## src/rtl/mem_access_ctrl_pkg.sv

```systemverilog
// -----------------------------------------------------------------------------
// mem_access_ctrl_pkg
// Shared definitions for the memory access controller:
//   - state_t  : 2-bit FSM state encoding (IDLE, IF_ACC, LS_ACC, LS_ERR)
//   - GNT_IF / GNT_LS : encoding of the last-grant owner used by the arbiter
//   - CNT_W    : width of the access wait counter
//   - is_misaligned() : word-alignment test on the two low address bits
// -----------------------------------------------------------------------------
package mem_access_ctrl_pkg;

    typedef enum logic [1:0] {
        ST_IDLE   = 2'd0,
        ST_IF_ACC = 2'd1,
        ST_LS_ACC = 2'd2,
        ST_LS_ERR = 2'd3
    } state_t;

    localparam logic GNT_IF = 1'b0;
    localparam logic GNT_LS = 1'b1;

    localparam int CNT_W = 4;

    // A load/store is word-aligned only when both low address bits are zero.
    function automatic logic is_misaligned(input logic [1:0] addr_lo);
        return (addr_lo != 2'b00);
    endfunction

endpackage

```

## src/rtl/mem_access_ctrl_wait_counter.sv

```systemverilog
// -----------------------------------------------------------------------------
// wait_counter
// Loadable 4-bit down-counter that times a memory access.
// Ports:
//   clk        : clock, rising edge
//   rst        : asynchronous active-low reset (count -> 0)
//   i_load     : load i_load_val (has priority over i_dec)
//   i_load_val : value to load
//   i_dec      : decrement by one, saturating at zero
//   o_zero     : count is zero (last cycle of the access)
//   o_one      : count is one (next cycle will be the last one)
// -----------------------------------------------------------------------------
module wait_counter
    import mem_access_ctrl_pkg::*;
(
    input  logic             clk,
    input  logic             rst,
    input  logic             i_load,
    input  logic [CNT_W-1:0] i_load_val,
    input  logic             i_dec,
    output logic             o_zero,
    output logic             o_one
);

    logic [CNT_W-1:0] r_count;

    // Count register: load on grant, otherwise count down towards zero.
    always_ff @(posedge clk or negedge rst) begin
        if (!rst) begin
            r_count <= {CNT_W{1'b0}};
        end else if (i_load) begin
            r_count <= i_load_val;
        end else if (i_dec && (r_count != {CNT_W{1'b0}})) begin
            r_count <= r_count - CNT_W'(1);
        end else begin
            r_count <= r_count;
        end
    end

    assign o_zero = (r_count == {CNT_W{1'b0}});
    assign o_one  = (r_count == CNT_W'(1));

endmodule

```

## src/rtl/mem_access_ctrl.sv

```systemverilog
// -----------------------------------------------------------------------------
// mem_access_ctrl
// Arbitrates between an instruction-fetch port and a load/store port and runs
// a fixed-length (WAIT_CYCLES) access on a simple memory strobe interface.
// Misaligned load/stores are rejected with a one-cycle error completion.
//
// Parameters:
//   ADDR_W      : address width
//   DATA_W      : data width
//   WAIT_CYCLES : access length in cycles (1..15)
// Ports:
//   clk, rst                : clock / asynchronous active-low reset
//   if_req, if_addr         : fetch request (level) and address
//   if_done                 : fetch completion pulse
//   ls_req, ls_we, ls_addr,
//   ls_wdata                : load/store request (level), direction, address, data
//   ls_done, ls_err         : load/store completion pulse, misaligned-error pulse
//   mem_addr, mem_wdata     : memory address / write data (from grant latches)
//   mem_re, mem_we          : memory read / write strobes
//   ir_ld, mdr_ld           : instruction-register / memory-data-register load
//   busy                    : controller not in IDLE
//
// All control outputs are registered: they are computed from the next state
// and next counter value so that they line up with the state they describe.
// -----------------------------------------------------------------------------
module mem_access_ctrl
    import mem_access_ctrl_pkg::*;
#(
    parameter int ADDR_W      = 32,
    parameter int DATA_W      = 32,
    parameter int WAIT_CYCLES = 2
)
(
    input  logic              clk,
    input  logic              rst,
    input  logic              if_req,
    input  logic [ADDR_W-1:0] if_addr,
    output logic              if_done,
    input  logic              ls_req,
    input  logic              ls_we,
    input  logic [ADDR_W-1:0] ls_addr,
    input  logic [DATA_W-1:0] ls_wdata,
    output logic              ls_done,
    output logic              ls_err,
    output logic [ADDR_W-1:0] mem_addr,
    output logic [DATA_W-1:0] mem_wdata,
    output logic              mem_re,
    output logic              mem_we,
    output logic              ir_ld,
    output logic              mdr_ld,
    output logic              busy
);

    localparam logic [CNT_W-1:0] LP_LOAD_VAL   = CNT_W'(WAIT_CYCLES - 1);
    localparam logic             LP_ONE_CYCLE  = (WAIT_CYCLES == 1) ? 1'b1 : 1'b0;

    state_t            r_state;
    state_t            w_state_nxt;
    logic              r_last_grant;
    logic [ADDR_W-1:0] r_addr;
    logic [DATA_W-1:0] r_wdata;
    logic              r_we;

    logic              w_grant_if;
    logic              w_grant_ls;
    logic              w_cnt_load;
    logic              w_cnt_dec;
    logic              w_cnt_zero;
    logic              w_cnt_one;
    logic              w_we_nxt;
    logic              w_last_nxt;

    logic              w_busy_nxt;
    logic              w_mem_re_nxt;
    logic              w_mem_we_nxt;
    logic              w_if_done_nxt;
    logic              w_ir_ld_nxt;
    logic              w_ls_done_nxt;
    logic              w_ls_err_nxt;
    logic              w_mdr_ld_nxt;

    logic              r_busy;
    logic              r_mem_re;
    logic              r_mem_we;
    logic              r_if_done;
    logic              r_ir_ld;
    logic              r_ls_done;
    logic              r_ls_err;
    logic              r_mdr_ld;

    wait_counter u_wait_counter (
        .clk        (clk),
        .rst        (rst),
        .i_load     (w_cnt_load),
        .i_load_val (LP_LOAD_VAL),
        .i_dec      (w_cnt_dec),
        .o_zero     (w_cnt_zero),
        .o_one      (w_cnt_one)
    );

    // State register.
    always_ff @(posedge clk or negedge rst) begin
        if (!rst) begin
            r_state <= ST_IDLE;
        end else begin
            r_state <= w_state_nxt;
        end
    end

    // Next-state logic with arbitration: ls wins unless it was granted last
    // time and a fetch is also waiting, which guarantees alternation.
    always_comb begin
        w_state_nxt = r_state;
        w_grant_if  = 1'b0;
        w_grant_ls  = 1'b0;
        w_cnt_load  = 1'b0;
        w_cnt_dec   = 1'b0;
        case (r_state)
            ST_IDLE: begin
                if (ls_req && !((r_last_grant == GNT_LS) && if_req)) begin
                    w_grant_ls = 1'b1;
                    if (is_misaligned(ls_addr[1:0])) begin
                        w_state_nxt = ST_LS_ERR;
                    end else begin
                        w_state_nxt = ST_LS_ACC;
                        w_cnt_load  = 1'b1;
                    end
                end else if (if_req) begin
                    w_grant_if  = 1'b1;
                    w_state_nxt = ST_IF_ACC;
                    w_cnt_load  = 1'b1;
                end else begin
                    w_state_nxt = ST_IDLE;
                end
            end
            ST_IF_ACC, ST_LS_ACC: begin
                // Request level is ignored here: an access always runs to completion.
                if (w_cnt_zero) begin
                    w_state_nxt = ST_IDLE;
                end else begin
                    w_state_nxt = r_state;
                    w_cnt_dec   = 1'b1;
                end
            end
            ST_LS_ERR: begin
                w_state_nxt = ST_IDLE;
            end
            default: begin
                w_state_nxt = ST_IDLE;
            end
        endcase
    end

    // Grant latches: address, direction, write data and last-grant owner.
    always_ff @(posedge clk or negedge rst) begin
        if (!rst) begin
            r_addr       <= {ADDR_W{1'b0}};
            r_wdata      <= {DATA_W{1'b0}};
            r_we         <= 1'b0;
            r_last_grant <= GNT_IF;
        end else if (w_grant_ls) begin
            r_addr       <= ls_addr;
            r_wdata      <= ls_wdata;
            r_we         <= ls_we;
            r_last_grant <= GNT_LS;
        end else if (w_grant_if) begin
            r_addr       <= if_addr;
            r_wdata      <= {DATA_W{1'b0}};
            r_we         <= 1'b0;
            r_last_grant <= GNT_IF;
        end else begin
            r_addr       <= r_addr;
            r_wdata      <= r_wdata;
            r_we         <= r_we;
            r_last_grant <= r_last_grant;
        end
    end

    // Output decode for the upcoming cycle. w_last_nxt says whether the counter
    // will read zero next cycle, i.e. whether that cycle is the last of the access.
    always_comb begin
        w_busy_nxt    = 1'b0;
        w_mem_re_nxt  = 1'b0;
        w_mem_we_nxt  = 1'b0;
        w_if_done_nxt = 1'b0;
        w_ir_ld_nxt   = 1'b0;
        w_ls_done_nxt = 1'b0;
        w_ls_err_nxt  = 1'b0;
        w_mdr_ld_nxt  = 1'b0;

        if (w_grant_ls) begin
            w_we_nxt = ls_we;
        end else if (w_grant_if) begin
            w_we_nxt = 1'b0;
        end else begin
            w_we_nxt = r_we;
        end

        if (w_cnt_load) begin
            w_last_nxt = LP_ONE_CYCLE;
        end else begin
            w_last_nxt = w_cnt_one;
        end

        case (w_state_nxt)
            ST_IDLE: begin
                w_busy_nxt = 1'b0;
            end
            ST_IF_ACC: begin
                w_busy_nxt    = 1'b1;
                w_mem_re_nxt  = 1'b1;
                w_if_done_nxt = w_last_nxt;
                w_ir_ld_nxt   = w_last_nxt;
            end
            ST_LS_ACC: begin
                w_busy_nxt    = 1'b1;
                w_mem_re_nxt  = ~w_we_nxt;
                w_mem_we_nxt  = w_we_nxt;
                w_ls_done_nxt = w_last_nxt;
                w_mdr_ld_nxt  = w_last_nxt & ~w_we_nxt;
            end
            ST_LS_ERR: begin
                w_busy_nxt    = 1'b1;
                w_ls_done_nxt = 1'b1;
                w_ls_err_nxt  = 1'b1;
            end
            default: begin
                w_busy_nxt = 1'b0;
            end
        endcase
    end

    // Output registers; reset clears them at once, so an aborted access never pulses done.
    always_ff @(posedge clk or negedge rst) begin
        if (!rst) begin
            r_busy    <= 1'b0;
            r_mem_re  <= 1'b0;
            r_mem_we  <= 1'b0;
            r_if_done <= 1'b0;
            r_ir_ld   <= 1'b0;
            r_ls_done <= 1'b0;
            r_ls_err  <= 1'b0;
            r_mdr_ld  <= 1'b0;
        end else begin
            r_busy    <= w_busy_nxt;
            r_mem_re  <= w_mem_re_nxt;
            r_mem_we  <= w_mem_we_nxt;
            r_if_done <= w_if_done_nxt;
            r_ir_ld   <= w_ir_ld_nxt;
            r_ls_done <= w_ls_done_nxt;
            r_ls_err  <= w_ls_err_nxt;
            r_mdr_ld  <= w_mdr_ld_nxt;
        end
    end

    assign busy      = r_busy;
    assign mem_re    = r_mem_re;
    assign mem_we    = r_mem_we;
    assign if_done   = r_if_done;
    assign ir_ld     = r_ir_ld;
    assign ls_done   = r_ls_done;
    assign ls_err    = r_ls_err;
    assign mdr_ld    = r_mdr_ld;
    assign mem_addr  = r_addr;
    assign mem_wdata = r_wdata;

endmodule
```

## config.mk

```make
export PLATFORM = sky130hd
export DESIGN_NAME = mem_access_ctrl
export DESIGN_NICKNAME = d
export VERILOG_FILES = /design/src/rtl/mem_access_ctrl_pkg.sv /design/src/rtl/mem_access_ctrl_wait_counter.sv /design/src/rtl/mem_access_ctrl.sv
export SDC_FILE = /design/constraint.sdc
export NUM_CORES = 1
export LEC_CHECK = 0
export ABC_AREA = 1
export CAP_MARGIN = 20
export CELL_PAD_IN_SITES_DETAIL_PLACEMENT = 0
export CELL_PAD_IN_SITES_GLOBAL_PLACEMENT = 1
export CORE_MARGIN = 3
export CORE_UTILIZATION = 31
export CTS_CLUSTER_DIAMETER = 30
export CTS_CLUSTER_SIZE = 24
export DETAILED_ROUTE_END_ITERATION = 7
export GPL_TIMING_DRIVEN = 0
export HOLD_SLACK_MARGIN = 0.1
export PLACE_DENSITY_LB_ADDON = 0.15
export SLEW_MARGIN = 30
export SYNTH_ARGS = -nofsm -noshare
export SYNTH_HDL_FRONTEND = slang
export SYNTH_SLANG_ARGS = --single-unit
```

## constraint.sdc

```tcl
create_clock -name clk -period 4.7 [get_ports clk]
set_clock_uncertainty 0.05 [all_clocks]
set_input_delay 0.94 -clock clk [delete_from_list [all_inputs] [get_ports clk]]
set_output_delay 0.94 -clock clk [all_outputs]
set_load 0.02 [all_outputs]
```

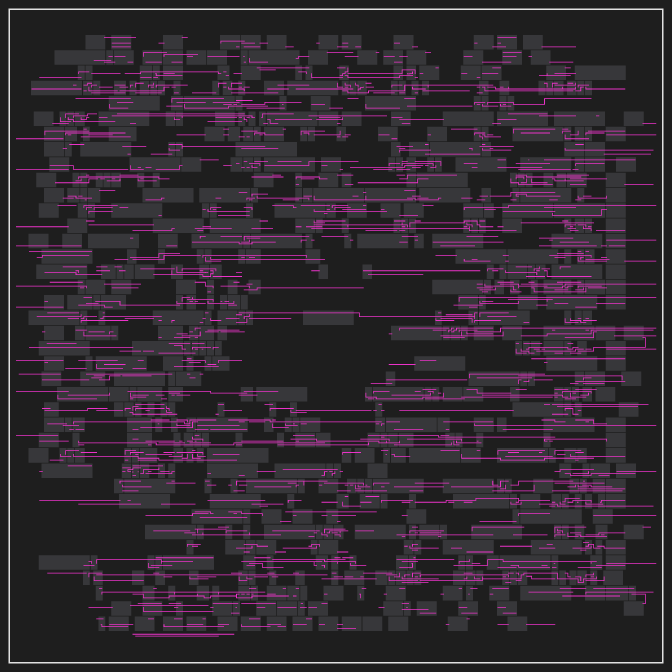
Fig. 1. Met1 routing.
Cells faint in the background.
share of all routed wire: 45%
longest straight run: 40.9 um
nets with wire on the layer: 669
main direction: horizontal

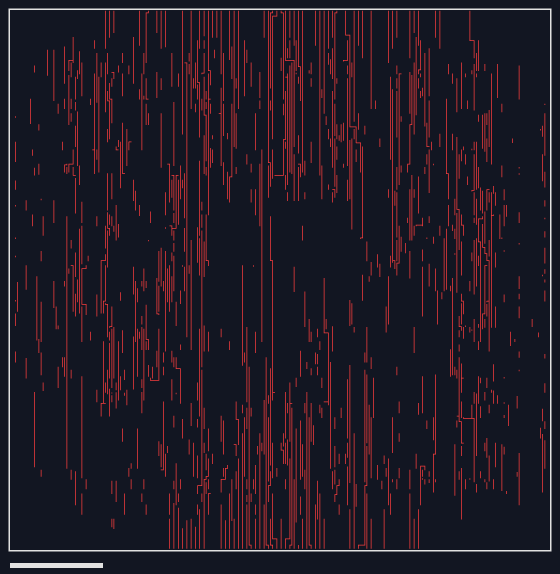
Fig. 2. Signal wires on met2.
The bar under the picture is 20 um long.
nets with wire on the layer: 612
main direction: vertical
longest straight run: 58.8 um

==> job_summary.md <==
## Synthesis and layout report

| Metric | Value |
|---|---|
| Most common cell in the synthesized netlist | `sky130_fd_sc_hd__nand2_1` |
| Chip area | `13400 um2` |
| Critical path start-end classification | `flip-flop to output pin` |
| Horizontal die dimension | `approximately 120 um` |
| Multi-input gate count | `316` |
| Final core area utilization | `51.8%` |
| Sequential logic power | `1.12 mW` |
| Sequential share of cell area | `between 30% and 40%` |
| Total power density per cell area | `630 nW/um2` |
| Warning count from the yosys run | `0` |
| Number of hold buffers added after cts | `0` |
| Register-to-register setup slack | `2780 ps` |
| Post-synthesis cell count | `465` |
| Fraction of synthesized cell area in xor and xnor cells | `0.234%` |
| GP Congestion | `between 0.7 and 0.8` |
| Vias post-DR | `around 3600` |
| Outcome | `finished, final reports clean` |
| CTS H-Tree Depth | `3` |
| Post-route minimum period | `2380 ps` |
| Most area-hungry cell type in the Yosys netlist | `sky130_fd_sc_hd__dfrtp_1` |
| OpenROAD warning count | `32` |
| Largest family of logic cells by area | `simple AND/OR/NAND/NOR gates` |
| Deepest clock path buffer count | `2` |
| Dominant kind of cell by area | `flip-flops and latches` |
| Total routed wire length on the met1 layer | `5060 um` |
| Distinct cells, synth | `23` |
| Cell depth of the worst flop-to-flop path | `11` |
| Simple logic cell fraction of the synthesized area | `between 30% and 40%` |
| Top power group | `combinational logic` |
| Hold violation total from the final report | `0` |
| Max-capacitance violation count | `0` |
| Met2 global-route usage | `27.6%` |
| FF-to-FF End | `mem_re` |
| Critical path cell sequence | `buf_4 -> clkdlybuf4s50_1` |
| Fraction of area in multi-input gates | `between 20% and 30%` |
| Total global routing track utilization | `17.2%` |
| Non-clk bufs | `197` |
| Via count of the first global-routing pass | `3606` |
| Non-clk invs | `46` |
| Seq. cell area | `between 1500 and 2000 um2` |
| MUX share of area | `0%` |
| Slowest cell on crit path | `sky130_fd_sc_hd__clkdlybuf4s50_1` |
| Global-route congestion overflow total | `0` |
| Detail Route met2 WL | `5360 um` |
| Initial Util | `32.2%` |
| Count of endpoints failing setup in the final report | `0` |
| Clock tree from TritonCTS | `yes` |
| Net switching share of the total power | `39.4%` |
| Combinational Power | `around 1.9 mW` |
| Post-synth EDFFs | `0` |
| Proportion of layout cells with a drive suffix above 1 | `6.27%` |
| Yosys Instances | `465` |
| Boundary Pins | `173` |
| Vertical extent of the die | `116 um` |
| Category of cells accounting for the largest share of critical-path delay | `buffers and inverters` |
| Placement Cell Area | `5670 um2` |
| Clock-pin slew reported for the worst setup and hold paths after clock tree synthesis | `60 ps` |
| Maximum VDD drop | `0.000348 V` |
| Met1 usage | `22.1%` |
| Final max-slew violation count | `0` |
| Total standard cell area after synthesis | `3740 um2` |
| Number of nets in the layout | `759` |
| Total met3 wirelength after detailed routing | `806 um` |
| Worst-margin pin slew | `474 ps` |
| Area added between synthesis and finish | `60.8%` |
| Post-layout instance area | `6020 um2` |
| Cell at the root of the clock tree | `sky130_fd_sc_hd__clkbuf_16` |
| Post-cts repair resize count | `0` |
| Post-DR vias/cell | `4.53` |
| Worst Setup End Kind | `output pin` |
| Clock-cell share of area | `5.76%` |
| Portion of synthesized cell area occupied by the leading cell type | `52.8%` |
| GR Util met3 | `5.90%` |
| Port-buffer cells | `172` |
| Post-Synth Adder-Cell Area | `about 3%` |
| Data required time at the worst endpoint | `3710 ps` |
| Launching element type of the critical path | `flip-flop` |
| Compound-cell area share of the yosys netlist | `less than 1%` |
| Overall power of the completed layout | `3.79 mW` |
| Most frequent logic cell in the layout | `sky130_fd_sc_hd__nand2_1` |
| Number of routed nets with antenna violations | `0` |
| Combinational Power Share | `~49%` |
| Total stage count of the critical path | `2` |
| Yosys stat area | `3740 um2` |
| Clock group share of total power | `a little over a fifth` |
| Worst relative slew slack | `68.4%` |
| Routed length per instance | `14.3 um` |
| GR peak layer | `met2` |
| Fmax achieved | `420 MHz` |
| Seq share, synth | `approximately 53%` |
| Synth top area cells | `sky130_fd_sc_hd__dfrtp_1, sky130_fd_sc_hd__nand2_1, sky130_fd_sc_hd__nand3_1, sky130_fd_sc_hd__inv_1, sky130_fd_sc_hd__ha_1` |
| Clock buf count | `10` |
| Top Layer Used | `met4` |
| Tightest hold margin | `roughly 420 ps` |
| Ranking of synthesized cells by instance count | `sky130_fd_sc_hd__nand2_1, sky130_fd_sc_hd__dfrtp_1, sky130_fd_sc_hd__nand3_1` |
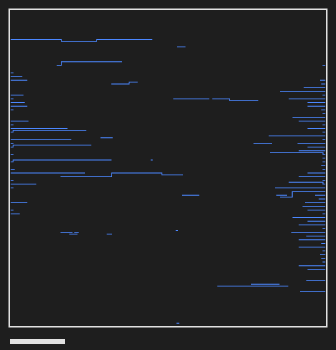
Fig. 3. Met3 routing.
The bar under the picture is 20 um long.
wire length on this layer: 806 um
nets with wire on the layer: 92
longest straight run: 35.9 um
main direction: horizontal

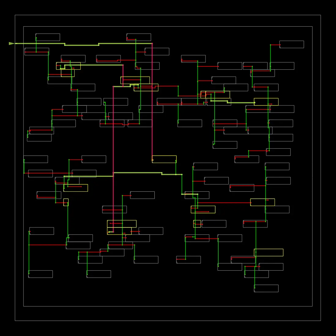
Fig. 4. Clock routing.
total number of sequential cells: 79
total clock buffers created by CTS: 9
latest clock arrival within the worst-skew pair: 340 ps
clock network power: 0.806 mW
TritonCTS Sinks: 79

Power and IR drop assume default switching activity.
